**Ports around the boundary**

Pins as bars across the die edge, other pins in grey.
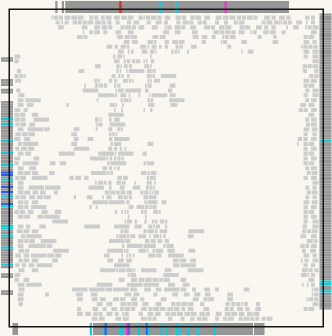
**Signal wires on met3**

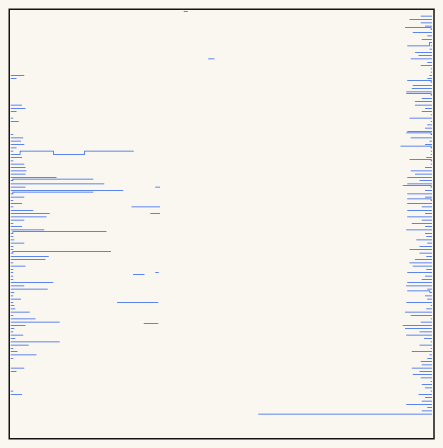
**Congestion heat map**

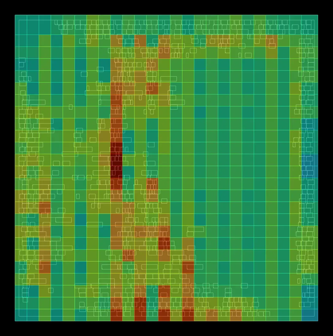
**Metal layers overlaid**

Two of the layers only.
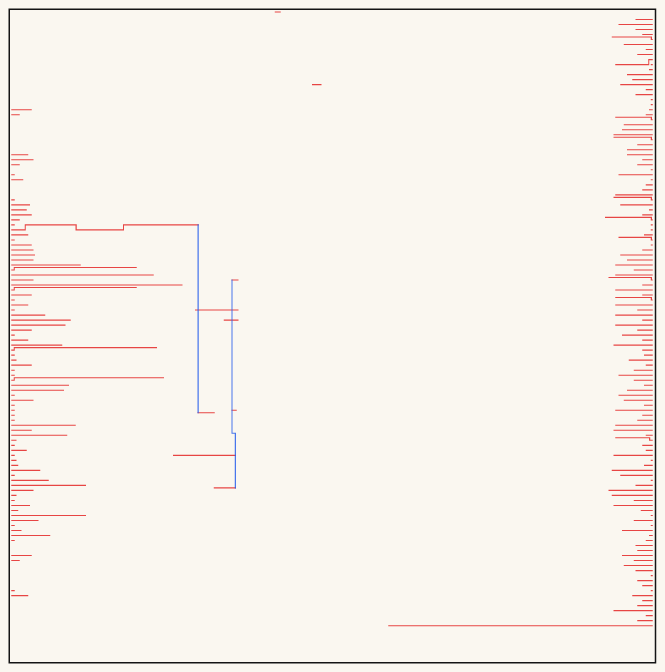
$ cat src/rtl/axi_burst_driver.sv
// Single-outstanding AXI4 INCR burst master: one request becomes one checked burst and one done pulse.
// Latency: read len=0 with ready slaves gives done 4 cycles after request acceptance; W/R beats are pass-through.
// Backpressure: W follows wr_valid/WREADY, R follows rd_ready; new requests are held off until DONE completes.
module axi_burst_driver #(
    parameter int AXI_ADDR_WIDTH = 32,
    parameter int AXI_DATA_WIDTH = 64,
    parameter int AXI_ID_WIDTH   = 4,
    parameter int MAX_BEATS      = 16,
    parameter int TXN_ID         = 0
) (
    input  logic                        clk,
    input  logic                        rst_n,
    input  logic                        req_valid,
    output logic                        req_ready,
    input  logic                        req_is_write,
    input  logic [AXI_ADDR_WIDTH-1:0]   req_addr,
    input  logic [7:0]                  req_len,
    input  logic                        wr_valid,
    output logic                        wr_ready,
    input  logic [AXI_DATA_WIDTH-1:0]   wr_data,
    input  logic [AXI_DATA_WIDTH/8-1:0] wr_strb,
    output logic                        rd_valid,
    input  logic                        rd_ready,
    output logic [AXI_DATA_WIDTH-1:0]   rd_data,
    output logic                        rd_last,
    output logic                        done_valid,
    output logic [1:0]                  done_resp,
    output logic [AXI_ADDR_WIDTH-1:0]   M_AXI_AWADDR,
    output logic                        M_AXI_AWVALID,
    output logic [AXI_ID_WIDTH-1:0]     M_AXI_AWID,
    output logic [1:0]                  M_AXI_AWBURST,
    output logic [2:0]                  M_AXI_AWSIZE,
    output logic [7:0]                  M_AXI_AWLEN,
    input  logic                        M_AXI_AWREADY,
    output logic [AXI_DATA_WIDTH-1:0]   M_AXI_WDATA,
    output logic [AXI_DATA_WIDTH/8-1:0] M_AXI_WSTRB,
    output logic                        M_AXI_WVALID,
    output logic                        M_AXI_WLAST,
    input  logic                        M_AXI_WREADY,
    input  logic [1:0]                  M_AXI_BRESP,
    input  logic                        M_AXI_BVALID,
    input  logic [AXI_ID_WIDTH-1:0]     M_AXI_BID,
    output logic                        M_AXI_BREADY,
    output logic [AXI_ADDR_WIDTH-1:0]   M_AXI_ARADDR,
    output logic                        M_AXI_ARVALID,
    output logic [AXI_ID_WIDTH-1:0]     M_AXI_ARID,
    output logic [1:0]                  M_AXI_ARBURST,
    output logic [2:0]                  M_AXI_ARSIZE,
    output logic [7:0]                  M_AXI_ARLEN,
    input  logic                        M_AXI_ARREADY,
    input  logic [AXI_DATA_WIDTH-1:0]   M_AXI_RDATA,
    input  logic [1:0]                  M_AXI_RRESP,
    input  logic                        M_AXI_RVALID,
    input  logic [AXI_ID_WIDTH-1:0]     M_AXI_RID,
    input  logic                        M_AXI_RLAST,
    output logic                        M_AXI_RREADY
);
    localparam int SIZE = $clog2(AXI_DATA_WIDTH / 8);
    localparam logic [AXI_ID_WIDTH-1:0]   ID         = AXI_ID_WIDTH'(TXN_ID);
    localparam logic [AXI_ADDR_WIDTH-1:0] ALIGN_MASK = ~AXI_ADDR_WIDTH'((1 << SIZE) - 1);

    typedef enum logic [2:0] {IDLE, CHECK, ADDR, WDATA, BRESP, RDATA, DRAIN, DONE} state_t;

    state_t                      state, state_nxt;
    logic                        is_write, is_write_nxt;
    logic [AXI_ADDR_WIDTH-1:0]   addr, addr_nxt;
    logic [7:0]                  len, len_nxt;
    logic [7:0]                  beat_cnt, beat_cnt_nxt;
    logic [1:0]                  resp, resp_nxt;
    logic                        live;
    logic                        beat_final;
    logic [31:0]                 end_off;
    logic                        reject;
    logic [1:0]                  r_code;

    assign beat_final = (beat_cnt == len);
    // Byte offset one past the burst end within its 4 KB page.
    assign end_off    = 32'(addr[11:0]) + ((32'(len) + 32'd1) << SIZE);
    assign reject     = (int'(len) >= MAX_BEATS) || (end_off > 32'd4096);
    assign r_code     = (M_AXI_RID != ID) ? 2'b10 : (M_AXI_RRESP[1] ? M_AXI_RRESP : 2'b00);

    assign M_AXI_AWADDR  = addr;
    assign M_AXI_AWID    = ID;
    assign M_AXI_AWBURST = 2'b01;
    assign M_AXI_AWSIZE  = 3'(SIZE);
    assign M_AXI_AWLEN   = len;
    assign M_AXI_ARADDR  = addr;
    assign M_AXI_ARID    = ID;
    assign M_AXI_ARBURST = 2'b01;
    assign M_AXI_ARSIZE  = 3'(SIZE);
    assign M_AXI_ARLEN   = len;
    assign M_AXI_WDATA   = wr_data;
    assign M_AXI_WSTRB   = wr_strb;
    assign rd_data       = M_AXI_RDATA;

    always_ff @(posedge clk or negedge rst_n) begin
        if (!rst_n) begin
            state    <= IDLE;
            is_write <= 1'b0;
            addr     <= '0;
            len      <= '0;
            beat_cnt <= '0;
            resp     <= 2'b00;
            live     <= 1'b0;
        end else begin
            state    <= state_nxt;
            is_write <= is_write_nxt;
            addr     <= addr_nxt;
            len      <= len_nxt;
            beat_cnt <= beat_cnt_nxt;
            resp     <= resp_nxt;
            live     <= 1'b1;
        end
    end

    always_comb begin
        state_nxt     = state;
        is_write_nxt  = is_write;
        addr_nxt      = addr;
        len_nxt       = len;
        beat_cnt_nxt  = beat_cnt;
        resp_nxt      = resp;
        req_ready     = 1'b0;
        M_AXI_AWVALID = 1'b0;
        M_AXI_ARVALID = 1'b0;
        M_AXI_WVALID  = 1'b0;
        M_AXI_WLAST   = 1'b0;
        wr_ready      = 1'b0;
        M_AXI_BREADY  = 1'b0;
        M_AXI_RREADY  = 1'b0;
        rd_valid      = 1'b0;
        rd_last       = 1'b0;
        done_valid    = 1'b0;
        done_resp     = 2'b00;
        case (state)
            IDLE: begin
                // live keeps req_ready low until the first edge after reset release
                req_ready = live;
                if (req_valid && live) begin
                    is_write_nxt = req_is_write;
                    addr_nxt     = req_addr & ALIGN_MASK;
                    len_nxt      = req_len;
                    beat_cnt_nxt = '0;
                    resp_nxt     = 2'b00;
                    state_nxt    = CHECK;
                end
            end
            CHECK: begin
                if (reject) begin
                    resp_nxt  = 2'b10;
                    state_nxt = DONE;
                end else begin
                    state_nxt = ADDR;
                end
            end
            ADDR: begin
                if (is_write) begin
                    M_AXI_AWVALID = 1'b1;
                    if (M_AXI_AWREADY) state_nxt = WDATA;
                end else begin
                    M_AXI_ARVALID = 1'b1;
                    if (M_AXI_ARREADY) state_nxt = RDATA;
                end
            end
            WDATA: begin
                M_AXI_WVALID = wr_valid;
                wr_ready     = M_AXI_WREADY;
                M_AXI_WLAST  = beat_final;
                if (wr_valid && M_AXI_WREADY) begin
                    beat_cnt_nxt = beat_cnt + 8'd1;
                    if (beat_final) state_nxt = BRESP;
                end
            end
            BRESP: begin
                M_AXI_BREADY = 1'b1;
                if (M_AXI_BVALID) begin
                    resp_nxt  = (M_AXI_BID != ID) ? 2'b10 : M_AXI_BRESP;
                    state_nxt = DONE;
                end
            end
            RDATA: begin
                M_AXI_RREADY = rd_ready;
                rd_valid     = M_AXI_RVALID;
                rd_last      = beat_final || M_AXI_RLAST;
                if (M_AXI_RVALID && rd_ready) begin
                    beat_cnt_nxt = beat_cnt + 8'd1;
                    if (resp == 2'b00) resp_nxt = r_code;
                    // Any disagreement between our count and the slave's RLAST is a slave error.
                    if (!beat_final && M_AXI_RLAST) begin
                        resp_nxt  = 2'b10;
                        state_nxt = DONE;
                    end else if (beat_final) begin
                        if (!M_AXI_RLAST) begin
                            resp_nxt  = 2'b10;
                            state_nxt = DRAIN;
                        end else begin
                            state_nxt = DONE;
                        end
                    end
                end
            end
            DRAIN: begin
                M_AXI_RREADY = 1'b1;
                if (M_AXI_RVALID && M_AXI_RLAST) state_nxt = DONE;
            end
            DONE: begin
                done_valid = 1'b1;
                done_resp  = resp;
                state_nxt  = IDLE;
            end
            default: state_nxt = IDLE;
        endcase
    end
endmodule

$ cat config.mk
export PLATFORM = sky130hd
export DESIGN_NAME = axi_burst_driver
export DESIGN_NICKNAME = d
export VERILOG_FILES = /design/src/rtl/axi_burst_driver.sv
export SDC_FILE = /design/constraint.sdc
export NUM_CORES = 1
export LEC_CHECK = 0
export CORE_AREA = 2 2 173 175
export DETAILED_ROUTE_END_ITERATION = 8
export DIE_AREA = 0 0 175 177
export GPL_TIMING_DRIVEN = 0
export SLEW_MARGIN = 20
export SYNTH_ARGS = -nofsm -noshare
export SYNTH_HDL_FRONTEND = slang
export SYNTH_SLANG_ARGS = --single-unit
export TNS_END_PERCENT = 10
$ cat constraint.sdc
create_clock -name clk -period 6.2 [get_ports clk]
set_clock_uncertainty 0.2 [all_clocks]
set_input_delay 1.24 -clock clk [delete_from_list [all_inputs] [get_ports clk]]
set_output_delay 1.24 -clock clk [all_outputs]
set_load 0.02 [all_outputs]
==> results.tsv <==
metric	value	unit
status	complete, no violations	
top_area_cell	buf_4	
drcViolationCount	0	
powerDensity	382.4	mW/mm^2
slew_headroom	51.51	%
synth_flops	52	
syn_inst	521	
ys_cells	521	
min_path_type	reg2reg	
finalWorstSetupSlack	2.086	ns
fp.dieW	175	um
drtIter0Drc	86	
pg_clk	288	uW
switching_share	44.62	%
path_clk_slew	0.08	ns
wl	15680	um
power_frac_seq	20.9	%
fin_crit_sh	66.36	%
path_buffers	2	
grt_pass1_wl	22870	um
setup_viol	0	
antenna_found_initial	0	
critPathMostFrequentCell	clkdlybuf4s50_1	
startpoint_type	input port	
yosys-top-cells-area	buf_4, dfrtp_1, mux2_2	
hold_depth	1	
fin_tns_setup	0	ns
seq_cell_count	52	
die_y	177	um
path_depth	3	
ios	447	
root_buffer	clkbuf_16	
synth.area.mux_share	9.062	%
pre_cts_ws	2.088	ns
grt_pass1_vias	4297	
hold_buffers	0	
crit_path_end	wr_ready	
drive_gt1_share	29.90	%
num_tap_cells	390	
xor_area_share	4.129	%
power	3.153	mW
maxPowerGroup	combinational logic	
cp.required	4.76	ns
final_cell_mix	clkdlybuf4s50_1, buf_4, dfrtp_1, mux2_2, conb_1	
rows	63	
final-clk-cell-share	1.761	%
cp_cell_sequence	clkdlybuf4s50_1, nor3b_1, clkdlybuf4s50_1	
instances_no_fill	1226	
worstSetupEndpointType	output pin	
chipArea	0.03098	mm^2
Back to the opening pictures, 'ports around the boundary':
port	colour	pins	direction	edge
M_AXI_AWLEN	blue	8	output	5 west, 3 south
M_AXI_AWADDR	cyan	32	output	13 west, 13 south, 4 east, 2 north
M_AXI_ARBURST	magenta	2	output	1 south, 1 north
rd_valid	red	1	output	north

Back to the opening pictures, 'signal wires on met3':
main direction	horizontal
nets with wire on the layer	207
wire length on this layer	1420 um
longest straight run	71.5 um
share of all routed wire	9.1%

Back to the opening pictures, 'congestion heat map':
WL/cell: 12.79 um
final core area utilization: 28.19%
GRT Resource Usage Total: 9.260%
Top Usage Layer GRT: met2
met2 Use GR: 17.52%

Back to the opening pictures, 'metal layers overlaid':
layer	colour	wire length
metal 3	red	1420 um
metal 4	blue	108 um

Power and IR drop assume default switching activity.
